File: config.mk
export PLATFORM = sky130hd
export DESIGN_NAME = cpu_mem_arbiter
export DESIGN_NICKNAME = d
export VERILOG_FILES = /design/src/rtl/cpu_mem_arbiter_pkg.sv /design/src/rtl/cpu_mem_arbiter_perf_counter.sv /design/src/rtl/cpu_mem_arbiter.sv
export SDC_FILE = /design/constraint.sdc
export NUM_CORES = 1
export LEC_CHECK = 0
export CAP_MARGIN = 10
export CORE_AREA = 2 2 146 148
export DETAILED_ROUTE_END_ITERATION = 10
export DIE_AREA = 0 0 148 150
export PLACE_DENSITY = 0.78
export SETUP_SLACK_MARGIN = 0.05
export SLEW_MARGIN = 0
export SYNTH_ARGS = -nofsm -noshare
export SYNTH_HDL_FRONTEND = slang
export SYNTH_SLANG_ARGS = --single-unit
File: constraint.sdc
create_clock -name clk -period 2.5 [get_ports clk]
set_input_delay 0.375 -clock clk [delete_from_list [all_inputs] [get_ports clk]]
set_output_delay 0.375 -clock clk [all_outputs]
set_load 0.02 [all_outputs]
File: src/rtl/cpu_mem_arbiter_pkg.sv
// Shared definitions for the CPU instruction/data memory-port arbiter.
// One-hot state encodings, owner identifiers and default bus widths.
package cpu_mem_arbiter_pkg;

  localparam int ADDR_W_DEF = 32;
  localparam int DATA_W_DEF = 32;
  localparam int CNT_W      = 32;

  typedef enum logic [2:0] {
    ARB_IDLE = 3'b001,
    ARB_REQ  = 3'b010,
    ARB_RESP = 3'b100
  } arb_state_e;

  localparam logic OWN_INST = 1'b0;
  localparam logic OWN_DATA = 1'b1;

endpackage

File: src/rtl/cpu_mem_arbiter_perf_counter.sv
// Free-running wrap-around event counter used for the arbiter's perf outputs.
module arb_perf_counter
  import cpu_mem_arbiter_pkg::*;
(
  input  logic             clk,
  input  logic             rst_n,
  input  logic             en,
  output logic [CNT_W-1:0] cnt
);

  logic [CNT_W-1:0] cnt_q;
  logic [CNT_W-1:0] cnt_d;

  always_comb begin
    cnt_d = cnt_q;
    if (en) begin
      cnt_d = cnt_q + 1'b1;
    end
  end

  always_ff @(posedge clk or negedge rst_n) begin
    if (!rst_n) begin
      cnt_q <= '0;
    end else begin
      cnt_q <= cnt_d;
    end
  end

  assign cnt = cnt_q;

endmodule

File: src/rtl/cpu_mem_arbiter.sv
// Round-robin arbiter sharing one memory port between the CPU fetch and
// load/store channels; one outstanding transaction, responses routed to owner.
module cpu_mem_arbiter
  import cpu_mem_arbiter_pkg::*;
#(
  parameter int ADDR_W = ADDR_W_DEF,
  parameter int DATA_W = DATA_W_DEF
) (
  input  logic                clk,
  input  logic                rst,
  input  logic [ADDR_W-1:0]   inst_addr,
  input  logic                inst_req_valid,
  output logic                inst_req_ack,
  output logic [DATA_W-1:0]   inst_rdata,
  output logic                inst_valid,
  input  logic                inst_ack,
  input  logic [ADDR_W-1:0]   data_addr,
  input  logic                data_we,
  input  logic                data_re,
  input  logic [DATA_W-1:0]   data_wdata,
  input  logic [DATA_W/8-1:0] data_wstrb,
  output logic                data_req_ack,
  output logic [DATA_W-1:0]   data_rdata,
  output logic                data_rvalid,
  input  logic                data_rack,
  output logic [ADDR_W-1:0]   mem_addr,
  output logic                mem_we,
  output logic [DATA_W-1:0]   mem_wdata,
  output logic [DATA_W/8-1:0] mem_wstrb,
  output logic                mem_req_valid,
  input  logic                mem_req_ready,
  input  logic [DATA_W-1:0]   mem_rdata,
  input  logic                mem_rvalid,
  output logic                mem_rready,
  output logic [31:0]         cnt_inst_grant,
  output logic [31:0]         cnt_data_grant,
  output logic [31:0]         cnt_conflict,
  output logic [2:0]          dbg_state
);

  // Handshakes: a transfer happens on a cycle where valid and ready are both
  // high; valid never depends on ready, and *_req_ack mirrors mem_req_ready
  // combinationally for the owner while the request is presented.

  localparam int STRB_W = DATA_W / 8;

  arb_state_e          state_q, state_d;
  logic                last_q, last_d;
  logic                owner_q, owner_d;
  logic                we_q, we_d;
  logic [ADDR_W-1:0]   addr_q, addr_d;
  logic [DATA_W-1:0]   wdata_q, wdata_d;
  logic [STRB_W-1:0]   wstrb_q, wstrb_d;

  logic inst_pend, data_pend;
  logic pick;
  logic owner_rready;
  logic inst_grant_en, data_grant_en, conflict_en;

  assign inst_pend = inst_req_valid;
  assign data_pend = data_we | data_re;

  always_comb begin
    state_d       = state_q;
    last_d        = last_q;
    owner_d       = owner_q;
    we_d          = we_q;
    addr_d        = addr_q;
    wdata_d       = wdata_q;
    wstrb_d       = wstrb_q;
    pick          = OWN_INST;
    owner_rready  = 1'b0;
    mem_req_valid = 1'b0;
    mem_rready    = 1'b0;
    inst_req_ack  = 1'b0;
    data_req_ack  = 1'b0;
    inst_valid    = 1'b0;
    data_rvalid   = 1'b0;
    inst_rdata    = '0;
    data_rdata    = '0;
    inst_grant_en = 1'b0;
    data_grant_en = 1'b0;
    conflict_en   = 1'b0;

    case (state_q)
      ARB_IDLE: begin
        conflict_en = inst_pend & data_pend;
        if (inst_pend | data_pend) begin
          // On a tie the channel that did not win last time goes first.
          if (inst_pend & data_pend) begin
            pick = ~last_q;
          end else begin
            pick = data_pend ? OWN_DATA : OWN_INST;
          end
          owner_d = pick;
          last_d  = pick;
          if (pick == OWN_DATA) begin
            addr_d        = data_addr;
            wdata_d       = data_wdata;
            wstrb_d       = data_wstrb;
            we_d          = data_we;
            data_grant_en = 1'b1;
          end else begin
            addr_d        = inst_addr;
            wdata_d       = '0;
            wstrb_d       = '0;
            we_d          = 1'b0;
            inst_grant_en = 1'b1;
          end
          state_d = ARB_REQ;
        end
      end

      ARB_REQ: begin
        conflict_en   = (owner_q == OWN_INST) ? data_pend : inst_pend;
        mem_req_valid = 1'b1;
        if (mem_req_ready) begin
          inst_req_ack = (owner_q == OWN_INST);
          data_req_ack = (owner_q == OWN_DATA);
          state_d      = we_q ? ARB_IDLE : ARB_RESP;
        end
      end

      ARB_RESP: begin
        conflict_en  = (owner_q == OWN_INST) ? data_pend : inst_pend;
        owner_rready = (owner_q == OWN_INST) ? inst_ack : data_rack;
        mem_rready   = owner_rready;
        inst_rdata   = mem_rdata;
        data_rdata   = mem_rdata;
        inst_valid   = (owner_q == OWN_INST) & mem_rvalid;
        data_rvalid  = (owner_q == OWN_DATA) & mem_rvalid;
        if (mem_rvalid & owner_rready) begin
          state_d = ARB_IDLE;
        end
      end

      default: begin
        state_d = ARB_IDLE;
      end
    endcase
  end

  always_ff @(posedge clk or negedge rst) begin
    if (!rst) begin
      state_q <= ARB_IDLE;
      last_q  <= OWN_DATA;
      owner_q <= OWN_INST;
      we_q    <= 1'b0;
      addr_q  <= '0;
      wdata_q <= '0;
      wstrb_q <= '0;
    end else begin
      state_q <= state_d;
      last_q  <= last_d;
      owner_q <= owner_d;
      we_q    <= we_d;
      addr_q  <= addr_d;
      wdata_q <= wdata_d;
      wstrb_q <= wstrb_d;
    end
  end

  assign mem_addr  = addr_q;
  assign mem_we    = we_q;
  assign mem_wdata = wdata_q;
  assign mem_wstrb = wstrb_q;
  assign dbg_state = state_q;

  arb_perf_counter u_cnt_inst (
    .clk   (clk),
    .rst_n (rst),
    .en    (inst_grant_en),
    .cnt   (cnt_inst_grant)
  );

  arb_perf_counter u_cnt_data (
    .clk   (clk),
    .rst_n (rst),
    .en    (data_grant_en),
    .cnt   (cnt_data_grant)
  );

  arb_perf_counter u_cnt_conflict (
    .clk   (clk),
    .rst_n (rst),
    .en    (conflict_en),
    .cnt   (cnt_conflict)
  );

endmodule
==> images/clock_nets.png <==
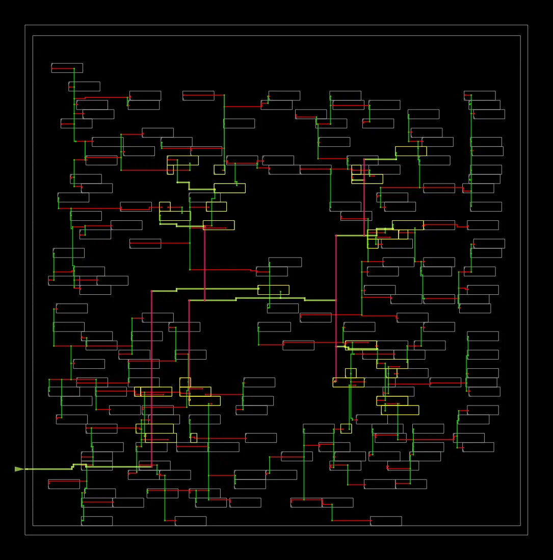
final setup skew: 9.82 ps
flop count: 170
total clock network power: 0.00264 W
number of CTS-inserted buffers: 17

==> images/floorplan.png <==
Drawn at 2 px/µm. Pins as bars on the die edge.
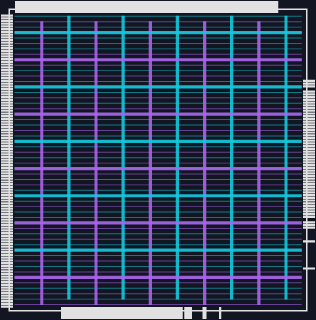
legend:
  VSS:
    colour: purple
  VDD:
    colour: cyan
met4 straps: 10
signal pins: 379
met1 rails: 54
met5 straps: 10
rows: 53
width of the die: 148 µm
peak ir drop on the vdd network: 604 µV
die outline height: 150 µm
area inside the core boundary: 0.0207 mm²

==> metrics.log <==
[report] implementation figures
INFO  metric run_status = finished, final reports clean
INFO  metric cts.htree.levels = 4
INFO  metric syn2layout_area_growth = 57.1%
INFO  metric final_net_count = 1217
INFO  metric yosys-top-cells-area = dfrtp_1 53%, xnor2_1 6.4%, a22o_1 4.1%, xor2_1 4.1%, nand2_1 3.6%
INFO  metric post-dp-hpwl = 18300 µm
INFO  metric regArea = 0.00426 mm²
INFO  metric antenna_cells = 0
INFO  metric placement.io_buffers = 378
INFO  metric detailed_route_wire_length_per_cell = 17.4 µm
INFO  metric setup-violations-final = 0
INFO  metric synthesis.instances = 722
INFO  metric number_of_warning_messages_in_the_yosys_log = 0
INFO  metric cap_violations = 0
INFO  metric grt_max_degree = 73
INFO  metric synthesis.nets = 866
INFO  metric row_count = 53
INFO  metric worst-endpoint-required = 2120 ps
INFO  metric grt_setup_unrepaired = no
INFO  metric clk_transition_reported_paths = 60 ps
INFO  metric max_freq = 0.428 GHz
INFO  metric synth_chip_area = 0.00786 mm²
INFO  metric drt_drc_violations_left = 0
INFO  metric cts_max_path_buffers = 2
INFO  metric endpoint_kind = primary output
INFO  metric drc_marker_count_from_the_first_detailed_route_iteration = 259
INFO  metric post_syn_area_per_cell = 10.9 µm²
INFO  metric clock_sinks = 170
INFO  metric io-pin-count = 379
INFO  metric chip_area = 0.0222 mm²
INFO  metric p_leak = 5.53 nW
INFO  metric synth_cell_types = 41
INFO  metric post_route_cells_drive_above_1_share = 7.37%
INFO  metric grt_first_pass_wirelength = 36400 µm
INFO  metric multi_input_comb_area = 0.00322 mm²
INFO  metric synth_dominant_cell_count = dfrtp_1
INFO  metric hold_viol_final = 0
INFO  metric n_fill_cell = 1778
INFO  metric finalWorstSetupSlack = 162 ps
INFO  metric synth.top_cells.by_count = 168 x dfrtp_1, 75 x nand2_1, 57 x xnor2_1
INFO  metric synth-edff-count = 0
INFO  metric finalCoreUtilization = 59.7%
INFO  metric grt_remaining_overflow = 0
INFO  metric synth-seq-area-share = 54.2%
INFO  metric routability_congestion = 0.850
INFO  metric finalMaxSlewViolations = 0
INFO  metric ctsRootBufferMaster = clkbuf_16
INFO  metric postCtsSetupRepairBufs = 0
INFO  metric viasPerCell = 4.92
INFO  metric async_reset_ff_share = 100%
INFO  metric worst_slew_margin = 38.5%
INFO  metric synth_area = 0.00786 mm²
INFO  metric fp_util = 38.0%
INFO  metric synth_stat.cells = 722
INFO  metric tritoncts_clock_tree = done
INFO  metric dominantRegCellSynth = dfrtp_1
INFO  metric synth_flop_count = 170
INFO  metric grt_antenna_before_repair = 0
INFO  metric place_worst_setup_slack = -27.3 ps
INFO  metric period_minus_slack = 2340 ps
INFO  metric crit_path_max_fanout = 36
INFO  metric cp-start-kind = register
INFO  metric clkLatencyLatePin = 420 ps
INFO  metric class_of_the_most_critical_hold_timing_path = reg2reg
INFO  metric critical_path_class = reg2out
INFO  metric netlist.area_leader.share = 53.5%
INFO  metric openroad.warnings = 26
INFO  metric final.period_utilization = 93.5%
INFO  metric p_per_area = 927 mW/mm²
INFO  metric drt_pass1_iterations = 7
INFO  metric worst_ep_arrival_time = 1960 ps
INFO  metric first_global_vias = 6513
INFO  metric yosysTopAreaCell = dfrtp_1
INFO  metric worstMarginPinSlew = 919 ps
INFO  metric route.antenna.remaining_nets = 0
==> images/clock_wires.png <==
Drawn at 2 px/µm.
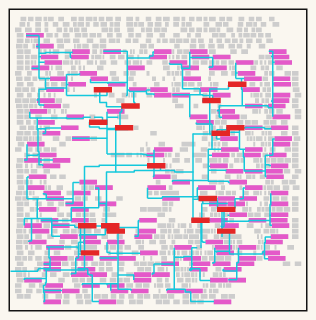
legend:
  clock wires:
    colour: cyan
    length: 2090 µm
  flip-flops:
    colour: magenta
    count: 170
  clock-net drivers:
    colour: red
    count: 17
routed clock nets: 18

==> images/layers.png <==
Drawn at 3 px/µm.
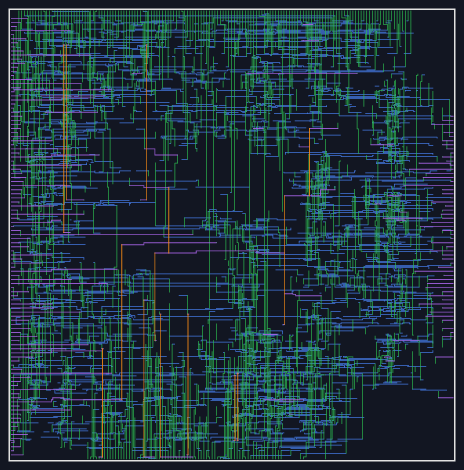
legend:
  M2:
    colour: green
    wire_length: 11200 µm
  M1:
    colour: blue
    wire_length: 10400 µm
  M4:
    colour: orange
    wire_length: 561 µm
  M3:
    colour: purple
    wire_length: 1570 µm
GR Util All Layers: 21.1%
total wire length after detailed routing: 23700 µm
DR vias: 6702

worst max-delay path, stage by stage (launching register included):
cell and delay (ps):
dfrtp_1 470, nor3b_2 280, buf_12 200, and2_1 230, dlygate4sd2_1 360
logic make-up after synthesis:
logic type      share of synthesized area [%]
flops                                    54.2
compound gates                           10.4
simple gates                             18.5
mux                                     0.573
xor+xnor                                 10.5
buf+inv                                  5.36
fa+ha+maj                               0.478
final timing paths:
check	slack (ps)	end	start	depth (start not counted)
worst max-delay path	160	data_rdata[3]	dbg_state[2]$_DFFE_PN0P_	4
worst min register to register	470	u_cnt_inst.cnt[31]$_DFFE_PN0P_	u_cnt_inst.cnt[31]$_DFFE_PN0P_	1
max in group asynchronous	1290	last_q$_DFFE_PN1P_	rst	3
worst min-delay path	470	u_cnt_inst.cnt[31]$_DFFE_PN0P_	u_cnt_inst.cnt[31]$_DFFE_PN0P_	1
worst max register to register	190	u_cnt_inst.cnt[29]$_DFFE_PN0P_	dbg_state[0]$_DFFE_PN1P_	5
min in group asynchronous	480	u_cnt_conflict.cnt[31]$_DFFE_PN0P_	rst	2
timing repair:
action                     CTS  global route
hold endpoints to repair    52             0
hold buffers                 1             0
cloned                       0             0
setup endpoints to repair   69             2
gates resized               69             2
cell usage in the layout (no fill, tap or decap), drive strengths merged, types with 33 or more instances in the layout:
| master | instances |
|---|---|
| o21ai | 34 |
| and2 | 33 |
| xnor2 | 57 |
| xor2 | 37 |
| nand2 | 75 |
| clkdlybuf4s50 | 308 |
| nor2 | 37 |
| a22o | 37 |
| dlygate4sd2 | 68 |
| dfrtp | 168 |
power breakdown:
group	total (W)	leakage, nW	internal (W)	switching [W]
sequential	0.00409	2.19	0.00347	0.000615
combinational	0.00471	3.06	0.00219	0.00251
clock	0.00264	0.287	0.00149	0.00115
total	0.0114	5.53	0.00716	0.00428
stage by stage:
stage	instances	setup TNS [ps]	hold slack, ps	area [µm²]	total power [W]
2_1_floorplan	722	0	79.4	7860	0.00650
3_3_place_gp	1328	0	379	11800	0.00883
3_5_place_dp	1328	-41.4	378	11800	0.00891
4_1_cts	1361	0	476	12300	0.0116
5_1_grt	1361	0	495	12300	0.0120
6_report	1361	0	471	12300	0.0114
layout make-up:
class	instances	share of cell area, %
multi-input combinational	479	26.0
clock buffer	17	3.45
clock inverter	15	1.36
sequential	170	34.5
inverter	8	0.243
tap	275	2.79
timing repair buffer	397	31.6
flip-flops by register name (all words and copies together) (netlist names):
register / count
mem_addr: 32
mem_wdata: 32
u_cnt_conflict.cnt: 32
u_cnt_data.cnt: 32
u_cnt_inst.cnt: 32
mem_wstrb: 4
dbg_state: 3
last_q: 1
mem_we: 1
owner_q: 1
routing by layer:
| metal | vias to the layer above | global-route usage [%] | wire length (µm) |
|---|---|---|---|
| li1 | 3204 | - | - |
| met4 | 0 | 7.33 | 561 |
| met5 | - | 0 | 0 |
| met3 | 31 | 5.70 | 1570 |
| met1 | 3230 | 28.7 | 10400 |
| met2 | 237 | 32.6 | 11200 |
Power and IR drop assume default switching activity.
